File: src/rtl/keypad_scanner_if.sv
// Pin and key-event bundle for keypad_scanner: matrix row/col lines plus the debounced key bus.
// key_valid / key_release are single-cycle strobes with no back-pressure; key_code is valid whenever either strobes.
interface keypad_scanner_if;
    logic [3:0] col;
    logic [3:0] row;
    logic [3:0] key_code;
    logic       key_valid;
    logic       key_release;
    logic       key_held;
    logic [4:0] key_state;
    logic       dbg_pressed;   // stable FSM state, 1 = PRESSED

    modport master (
        input  col,
        output row, key_code, key_valid, key_release, key_held, key_state, dbg_pressed
    );
    modport slave (
        output col,
        input  row, key_code, key_valid, key_release, key_held, key_state, dbg_pressed
    );
endinterface

File: src/rtl/keypad_scanner.sv
// 4x4 matrix scanner: row drive, column sync, per-frame debounce and ghost rejection, press/release events.
// Optional auto-repeat of key_valid while a key is held is compiled in with `define KEY_REPEAT_EN.
module keypad_scanner #(
    parameter int SCAN_DIV        = 50000,
    parameter int DEBOUNCE_FRAMES = 4,
    parameter int REPEAT_DELAY    = 250,
    parameter int REPEAT_RATE     = 50
) (
    input  logic             clk_raw,
    input  logic             reset,
    keypad_scanner_if.master kp
);
    localparam int                DIV_W    = (SCAN_DIV > 1) ? $clog2(SCAN_DIV) : 1;
    localparam logic [DIV_W-1:0]  DIV_LAST = DIV_W'(SCAN_DIV - 1);
    localparam logic [3:0]        DEB      = 4'(DEBOUNCE_FRAMES);

    if (SCAN_DIV < 3 || DEBOUNCE_FRAMES < 1 || DEBOUNCE_FRAMES > 15 ||
        REPEAT_DELAY < 1 || REPEAT_RATE < 1) begin : g_bad_param
        $error("keypad_scanner: parameter out of range");
    end

    typedef enum logic [1:0] {CLS_NONE, CLS_SINGLE, CLS_MULTI} frame_cls_t;
    typedef enum logic {IDLE, PRESSED} state_t;

    logic [3:0]       col_s1, col_s2;
    logic [DIV_W-1:0] div_cnt;
    logic [1:0]       row_idx;
    logic [15:0]      hit;          // active-high key-down bits, bit index = {row, col}
    logic             frame_done;

    // ---------------- scan and capture ----------------
    always_ff @(posedge clk_raw) begin
        if (reset) begin
            col_s1     <= 4'hF;
            col_s2     <= 4'hF;
            div_cnt    <= '0;
            row_idx    <= 2'd0;
            hit        <= '0;
            frame_done <= 1'b0;
        end else begin
            col_s1     <= kp.col;
            col_s2     <= col_s1;
            frame_done <= 1'b0;
            if (frame_done)
                hit <= '0;
            if (div_cnt == DIV_LAST) begin
                div_cnt                   <= '0;
                hit[{row_idx, 2'b00} +: 4] <= ~col_s2;
                row_idx                   <= row_idx + 2'd1;
                frame_done                <= (row_idx == 2'd3);
            end else begin
                div_cnt <= div_cnt + 1'b1;
            end
        end
    end

    // ---------------- frame classification ----------------
    logic [4:0]  hit_cnt;
    logic [3:0]  hit_code;
    frame_cls_t  frame_cls;
    logic [3:0]  frame_code;

    always_comb begin
        hit_cnt  = '0;
        hit_code = '0;
        for (int i = 0; i < 16; i++) begin
            if (hit[i]) begin
                hit_cnt  = hit_cnt + 5'd1;
                hit_code = 4'(i);
            end
        end
        frame_cls  = (hit_cnt == 5'd0) ? CLS_NONE :
                     (hit_cnt == 5'd1) ? CLS_SINGLE : CLS_MULTI;
        frame_code = (frame_cls == CLS_SINGLE) ? hit_code : 4'd0;
    end

    // ---------------- debounce ----------------
    frame_cls_t cand_cls;
    logic [3:0] cand_code;
    logic       cand_valid;
    logic [3:0] cnt;
    logic [3:0] cnt_next;
    logic       frame_same;
    logic       accept;

    always_comb begin
        frame_same = cand_valid && (cand_cls == frame_cls) && (cand_code == frame_code);
        cnt_next   = frame_same ? ((cnt == DEB) ? cnt : cnt + 4'd1) : 4'd1;
        accept     = frame_done && (frame_cls != CLS_MULTI) && (cnt_next == DEB);
    end

    always_ff @(posedge clk_raw) begin
        if (reset) begin
            cand_cls   <= CLS_NONE;
            cand_code  <= 4'd0;
            cand_valid <= 1'b0;
            cnt        <= 4'd0;
        end else if (frame_done) begin
            // Ghosted frames restart the debounce without disturbing the stable state.
            if (frame_cls == CLS_MULTI) begin
                cand_valid <= 1'b0;
                cnt        <= 4'd0;
            end else begin
                cand_cls   <= frame_cls;
                cand_code  <= frame_code;
                cand_valid <= 1'b1;
                cnt        <= cnt_next;
            end
        end
    end

    // ---------------- stable FSM ----------------
    state_t     state, state_n;
    logic [3:0] key_code_r, code_n;
    logic       held_r, held_n;
    logic       valid_r, valid_n;
    logic       release_r, release_n;
    logic       rep_fire;

`ifdef KEY_REPEAT_EN
    logic [15:0] rep_cnt;
    logic [15:0] rep_inc;
    logic        rep_first;
    logic        rep_tick;

    always_comb begin
        rep_tick = (state == PRESSED) && frame_done && (frame_cls == CLS_SINGLE) &&
                   (frame_code == key_code_r);
        rep_inc  = rep_cnt + 16'd1;
        rep_fire = rep_tick &&
                   (rep_inc == (rep_first ? 16'(REPEAT_DELAY) : 16'(REPEAT_RATE)));
    end

    always_ff @(posedge clk_raw) begin
        if (reset || state_n != PRESSED || code_n != key_code_r) begin
            rep_cnt   <= 16'd0;
            rep_first <= 1'b1;
        end else if (rep_fire) begin
            rep_cnt   <= 16'd0;
            rep_first <= 1'b0;
        end else if (rep_tick) begin
            rep_cnt <= rep_inc;
        end
    end
`else
    assign rep_fire = 1'b0;
`endif

    always_comb begin
        state_n   = state;
        code_n    = key_code_r;
        held_n    = held_r;
        valid_n   = 1'b0;
        release_n = 1'b0;
        if (accept) begin
            case (state)
                IDLE: begin
                    if (frame_cls == CLS_SINGLE) begin
                        code_n  = frame_code;
                        held_n  = 1'b1;
                        valid_n = 1'b1;
                        state_n = PRESSED;
                    end
                end
                PRESSED: begin
                    if (frame_cls == CLS_SINGLE && frame_code != key_code_r) begin
                        code_n  = frame_code;
                        valid_n = 1'b1;
                    end else if (frame_cls == CLS_NONE) begin
                        held_n    = 1'b0;
                        release_n = 1'b1;
                        state_n   = IDLE;
                    end
                end
                default: state_n = IDLE;
            endcase
        end
        if (rep_fire)
            valid_n = 1'b1;
    end

    always_ff @(posedge clk_raw) begin
        if (reset) begin
            state      <= IDLE;
            key_code_r <= 4'd0;
            held_r     <= 1'b0;
            valid_r    <= 1'b0;
            release_r  <= 1'b0;
        end else begin
            state      <= state_n;
            key_code_r <= code_n;
            held_r     <= held_n;
            valid_r    <= valid_n;
            release_r  <= release_n;
        end
    end

    assign kp.row         = ~(4'b0001 << row_idx);
    assign kp.key_code    = key_code_r;
    assign kp.key_valid   = valid_r;
    assign kp.key_release = release_r;
    assign kp.key_held    = held_r;
    assign kp.key_state   = {held_r, key_code_r};
    assign kp.dbg_pressed = (state == PRESSED);
endmodule

File: src/flat_wrapper.sv
// flat-port wrapper written by rule: the top's interface ports become plain ports
module keypad_scanner_flat 
#(
    parameter int SCAN_DIV        = 50000,
    parameter int DEBOUNCE_FRAMES = 4,
    parameter int REPEAT_DELAY    = 250,
    parameter int REPEAT_RATE     = 50
)
  (clk_raw, reset, kp_col, kp_row, kp_key_code, kp_key_valid, kp_key_release, kp_key_held, kp_key_state, kp_dbg_pressed);
  keypad_scanner_if kp_i ();
  input  logic clk_raw;
  input  logic reset;
  input wire logic [$bits(kp_i.col)-1:0] kp_col;
  output wire logic [$bits(kp_i.row)-1:0] kp_row;
  output wire logic [$bits(kp_i.key_code)-1:0] kp_key_code;
  output wire logic [$bits(kp_i.key_valid)-1:0] kp_key_valid;
  output wire logic [$bits(kp_i.key_release)-1:0] kp_key_release;
  output wire logic [$bits(kp_i.key_held)-1:0] kp_key_held;
  output wire logic [$bits(kp_i.key_state)-1:0] kp_key_state;
  output wire logic [$bits(kp_i.dbg_pressed)-1:0] kp_dbg_pressed;
  assign kp_i.col = kp_col;
  assign kp_row = kp_i.row;
  assign kp_key_code = kp_i.key_code;
  assign kp_key_valid = kp_i.key_valid;
  assign kp_key_release = kp_i.key_release;
  assign kp_key_held = kp_i.key_held;
  assign kp_key_state = kp_i.key_state;
  assign kp_dbg_pressed = kp_i.dbg_pressed;
  keypad_scanner #(.SCAN_DIV(SCAN_DIV), .DEBOUNCE_FRAMES(DEBOUNCE_FRAMES), .REPEAT_DELAY(REPEAT_DELAY), .REPEAT_RATE(REPEAT_RATE)) u_core (.clk_raw(clk_raw), .reset(reset), .kp(kp_i));
endmodule
File: config.mk
export PLATFORM = sky130hd
export DESIGN_NAME = keypad_scanner_flat
export DESIGN_NICKNAME = d
export VERILOG_FILES = /design/src/rtl/keypad_scanner_if.sv /design/src/rtl/keypad_scanner.sv /design/src/flat_wrapper.sv
export SDC_FILE = /design/constraint.sdc
export NUM_CORES = 1
export LEC_CHECK = 0
export CORE_UTILIZATION = 35
export CTS_CLUSTER_SIZE = 24
export DETAILED_ROUTE_END_ITERATION = 10
export PLACE_DENSITY_LB_ADDON = 0.3
export SYNTH_ARGS = -nofsm -noshare
export SYNTH_HDL_FRONTEND = slang
export SYNTH_SLANG_ARGS = --single-unit
File: constraint.sdc
create_clock -name clk_raw -period 19.6 [get_ports clk_raw]
set_input_delay 2.94 -clock clk_raw [delete_from_list [all_inputs] [get_ports clk_raw]]
set_output_delay 2.94 -clock clk_raw [all_outputs]
set_load 0.005 [all_outputs]
Run 1, clock distribution:
The bar under the picture is 20 um long.
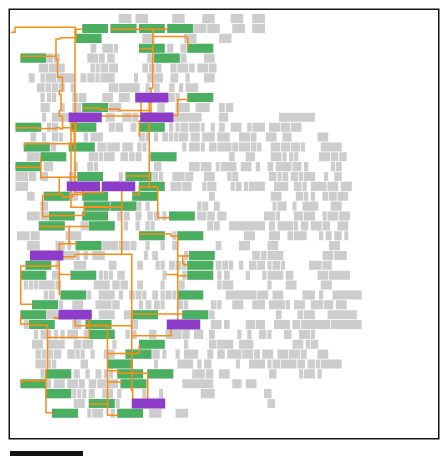
[flip-flops] green | count: 62
[clock-net drivers] purple | count: 9
[clock wires] orange | length: 859 um
routed clock nets: 10

Run 1, clock routing:
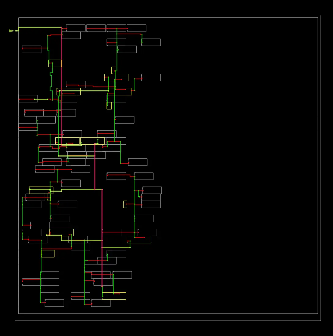
final-layout clock buffer total: 14
clock skew: 0.006884 ns
Flop Count: 62
Clk Latency, worst-skew pair: 0.33 ns

Run 1, gate families picked out:
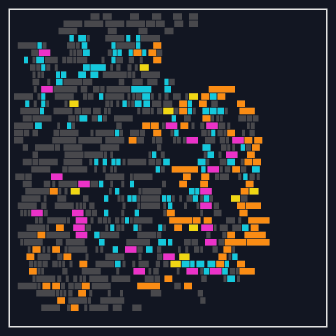
[mux cells] yellow | cells: 10
[fa/ha/maj cells] magenta | cells: 24
[xor and xnor cells] orange | cells: 70
[aoi and oai cells] cyan | cells: 101

==> qor.yml, run 1 <==
gp_congestion: 0.8603
lay_top_count: "nor2_1"
top_regs: "u_core.div_cnt: 16 flops, u_core.hit: 16 flops"
finalHoldViolations: 0
slowest_stage: "or4_4"
cp-start-kind: "flip-flop"
core_area_um2: 13190
dp.cells: 763
ys_sh_xor_pct: 16.13
cts.hold.buffers_added: 0
drv_cap: 0
whs_ns: 0.4073
die-area_um2: 13920
grt_max_degree: 48
adder_share_pct: 6.378
hold_path_class: "reg2reg"
postPlaceCellArea_um2: 5024
grt_pass1_vias: 3854
synth_top_cell_by_area: "dfxtp_1"
final_max_slew_viol_count: 0
crit_start: "u_core.hit[1]"
ant_nets: 0
setup_slack_ns: 8.804
syn_inst: 594
fin_nets: 628
numSynthFlops: 62
cp.arrival_ns: 11.05
dr.pass1.iters: 5
cts_tree: "yes"
tightest_slew_ns: 0.8136
die_w_um: 118.0
root_buffer: "clkbuf_16"
crit_type: "reg2reg"
finalWirelength_um: 10190
syn_area_um2: 4708
holdPathEnd: "u_core.col_s2[2]"
ys_chip_area_um2: 4708
reg2regPathDepth: 49
syn_nets: 624
viasPerCell: 5.168
avgSynthCellArea_um2: 7.926
postCtsResizedCells: 0
min_path_cells: 1
rsz0062_at_grt: "no"
ir_drop_mv: 0.06165
h-tree-depth: 3
stdcell_area_um2: 5293
cts.clk_slew.worst_paths_ns: 0.05
max_freq_mhz: 92.63
edf_count: 0
endpoint_kind: "flip-flop"
ys_warn_count: 0
grt_pass1_wl_um: 17930
cp.depth: 49
drive_above_1_share_pct: 7.973
ff_type: "dfxtp_1"
crit-reg2reg-launch: "u_core.hit[1]"
io_buffer_count: 22
final_cell_mix: "nor2_1 (80), dfxtp_1 (62), nand2_1 (48)"
ys_async_sr_fraction_pct: 0
final_util_pct: 40.13
yosysTopAreaCellShare_pct: 26.36
die_h_um: 118.0
crit_path_max_fanout: 7
vias: 4021
ys_seq_share_pct: 26.36
ys_sh_aoi_pct: 16.08
most_common_cell: "nor2_1"
area_growth_pct: 12.41
pre_cts_ws_ns: 8.888
power.density_nw_per_um2: 52.22
yosys-top-cells-area: "dfxtp_1 (26%), ha_1 (6.4%), nor2_1 (6.4%), xnor2_1 (6.1%), xor2_1 (4.8%)"
setup_violations: 0
top_logic_kind: "simple AND/OR/NAND/NOR gates"
rows: 42
critPathMaxStageDelay_ns: 0.54
drtIter0Drc: 167
maxSlewHeadroom_pct: 44.36
hp-start: "u_core.col_s1[2]"
floorplan.core_util_pct: 35.70
ys_sh_simple_pct: 27.35
status: "complete, no violations"
-- run 1: per-layer routing --
metal  share of wire (%)  track usage [%]
met1                  51            20.60
met3                 2.1            2.665
met5                   0                0
met2                  46            25.07
met4                 1.3            5.369
-- run 1: cell type report --
type | instances | area [um^2]
Fill cell | 1340 | 7898
Multi-Input combinational cell | 471 | 3208
Sequential cell | 62 | 1241
Clock buffer | 14 | 264.0
Timing Repair Buffer | 25 | 242.7
Tap cell | 176 | 220.2
Inverter | 29 | 111.4
Clock inverter | 1 | 5.005
-- run 1: where the power goes --
group           total (W)  leakage, nW  internal (W)  switching [W]
logic          0.00000451         1.31    0.00000201     0.00000250
clock network    0.000143        0.133     0.0000914      0.0000518
registers        0.000129        0.502      0.000128    0.000000990
total            0.000276         1.95      0.000221      0.0000553
==> run 2: changes to the inputs <==
- clock period: 19.6 -> 9.3 ns (I/O delays scaled with it)
Run 2, placed cells, one color a class:
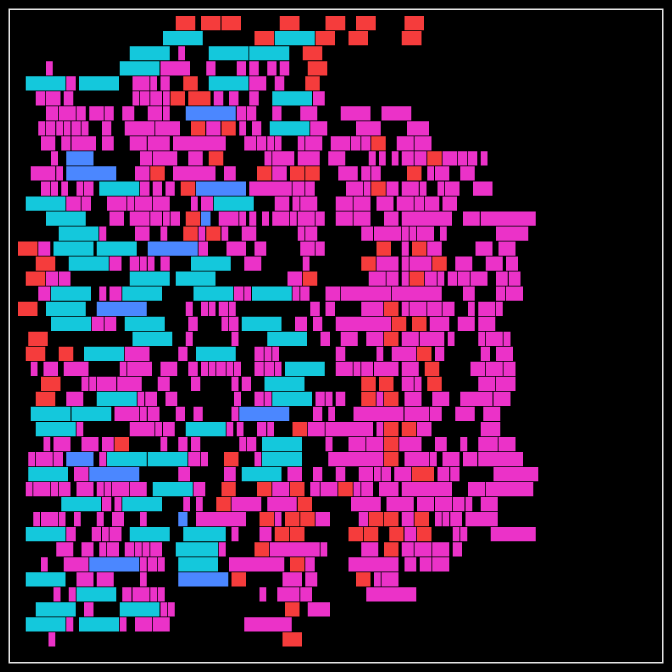
[registers] cyan | cells: 62 | share of their area: 21%
[remaining buffers and delay cells] red | cells: 91 | share of their area: 13%
[remaining logic cells] magenta | cells: 500 | share of their area: 62%
[clock drivers and dummy loads] blue | cells: 13 | share of their area: 4.5%

Run 2, register map, names as in the netlist:
Other sequential cells in the stronger gray, the rest of the logic in the fainter gray.
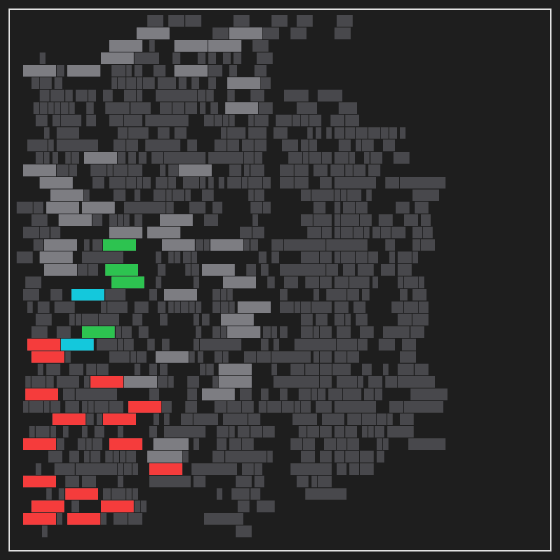
[u_core.div_cnt] red | placed flops: 16 | where: south-west
[u_core.row_idx] cyan | placed flops: 2
[u_core.col_s2] green | placed flops: 4 | where: west

==> run 2 against run 1 <==
Against the previous run:
- die size stayed put
- clock power is 100% higher
- highest routed layer unchanged
- the flow now finishes with violations (setup timing)
- sequential cell count stayed put
==> qor.yml, run 2 <==
setup_violations: 11  # +11
cp.arrival_ns: 9.76  # -1.29 ns
pg_seq_w: 0.000271  # +110%
critPathTopFamily: "adder cells"
die-area_um2: 13920  # unchanged
seq_area_share_pct: 20.43  # -3.0 points
clock_cell_area_share_pct: 4.317  # -0.77 points
clockBufferDepth: 2
drive_above_1_share_pct: 23.12  # +15 points
final_max_slew_viol_count: 0  # unchanged
cts_tree: "yes"
tapCellCount: 176  # unchanged
power_leader: "the clock network"
ys_sh_simple_pct: 27.35  # unchanged
syn_inst: 594  # unchanged
largestClassByArea: "multi-input combinational cells"
fin_nets: 694  # +11%
clockBufferCount: 11  # -3
top_regs: "u_core.div_cnt: 16 flops, u_core.hit: 16 flops"
crit-reg2reg-launch: "u_core.hit[0]"
setup_slack_ns: -0.2085  # -9.012 ns
die_w_um: 118.0  # unchanged
cp.depth: 48  # -2.0%
synth_top_cell_by_area: "dfxtp_1"
core_area_um2: 13190  # unchanged
yosysTopAreaCellShare_pct: 26.36  # unchanged
buf_share_pct: 12.25  # +7.7 points
die_h_um: 118.0  # unchanged
ys_seq_share_pct: 26.36  # unchanged
top_logic_kind: "simple AND/OR/NAND/NOR gates"
status: "complete, but fails checks"
rows: 42  # unchanged
dr.pass1.iters: 6  # +1
avgSynthCellArea_um2: 7.926  # unchanged
ys_sh_aoi_pct: 16.08  # unchanged
ys_async_sr_fraction_pct: 0  # unchanged
slowest_stage: "or4_4"
grt_pass1_vias: 4234  # +9.9%
rsz0062_at_grt: "yes"
p_total_w: 0.0005733
h-tree-depth: 3  # unchanged
syn_nets: 624  # unchanged
area_growth_pct: 29.29
p_comb_share_pct: 1.7  # about the same
num-multi-input-gates: 471  # unchanged
drtIter0Drc: 177  # +6.0%
edf_count: 0  # unchanged
p_int_w: 0.0004617  # +110%
final_util_pct: 46.15  # +6.0 points
vias: 4361  # +8.5%
reg2regPathDepth: 48  # -2.0%
io_buffer_count: 22  # unchanged
drv_cap: 0  # unchanged
yosys-top-cells-area: "dfxtp_1 (26%), ha_1 (6.4%), nor2_1 (6.4%), xnor2_1 (6.1%), xor2_1 (4.8%)"
tightest_slew_ns: 0.7755  # -0.03808 ns
hp-start: "u_core.col_s1[1]"
p_clk_w: 0.000293  # +100%
ys_chip_area_um2: 4708  # unchanged
grt_pass1_wl_um: 19310  # +7.7%
clock.latency.late_pin_ns: 0.32  # about the same
num-nonclk-inverters: 29  # unchanged
final_cell_mix: "nor2_1 (80), buf_4 (67), dfxtp_1 (60)"
flop_area_um2: 1244  # +0.20%
ant_nets: 0  # unchanged
pre_cts_ws_ns: -0.4848  # -9.373 ns
nFillCells: 1249  # -6.8%
comb_area_share_pct: 57.55  # -3.1 points
max_freq_mhz: 105.2  # +14%
postPlaceCellArea_um2: 5413  # +7.7%
comb_area_um2: 3503  # +9.2%
n_all_buffers: 91  # +260%
lay_top_count: "nor2_1"
cp-start-kind: "flip-flop"
finalWirelength_um: 11140  # +9.3%
ys_warn_count: 0  # unchanged
cts.clk_slew.worst_paths_ns: 0.05  # about the same
critPathMaxStageDelay_ns: 0.51  # -0.03 ns
min_path_cells: 1  # unchanged
endpoint_kind: "flip-flop"
seqPwrFrac_pct: 47.3  # +0.8 points
clock_skew_ns: 0.005270  # -0.001614 ns
holdPathEnd: "u_core.col_s2[1]"
power.density_nw_per_um2: 94.19  # +80%
stdcell_area_um2: 6087  # +15%
crit_path_max_fanout: 5  # -2
gp_congestion: 0.8593  # -0.12%
violations: "setup timing"
## run 2: cell count changes in the layout (fill, tap and decap cells not counted), sizes merged
| cell | delta |
|---|---|
| buf | +66 |
| clkbuf | -3 |
| clkinv | +1 |
## run 2: kinds of logic after synthesis
| group | after synthesis |
|---|---|
| AND-OR/OR-AND | 114 |
| XOR/XNOR | 70 |
| adder cells (fa/ha/maj) | 24 |
| buffers and inverters | 61 |
| flip-flops | 62 |
| multiplexers | 10 |
| AND/OR/NAND/NOR | 253 |
## run 2: what timing repair did
item | CTS | global route
hold buffers | 0 | 0
setup buffers | 22 | 10
setup endpoints to repair | 12 | 17
resized | 22 | 14
pin swaps | 19 | 10
## run 2: metal layers
layer	share of wire (%)	track usage [%]
met5	0	0
met1	48	21.37
met3	2.7	2.132
met2	49	28.53
met4	1.2	5.128
No activity file was given, so power comes from the tool's default toggle rates.
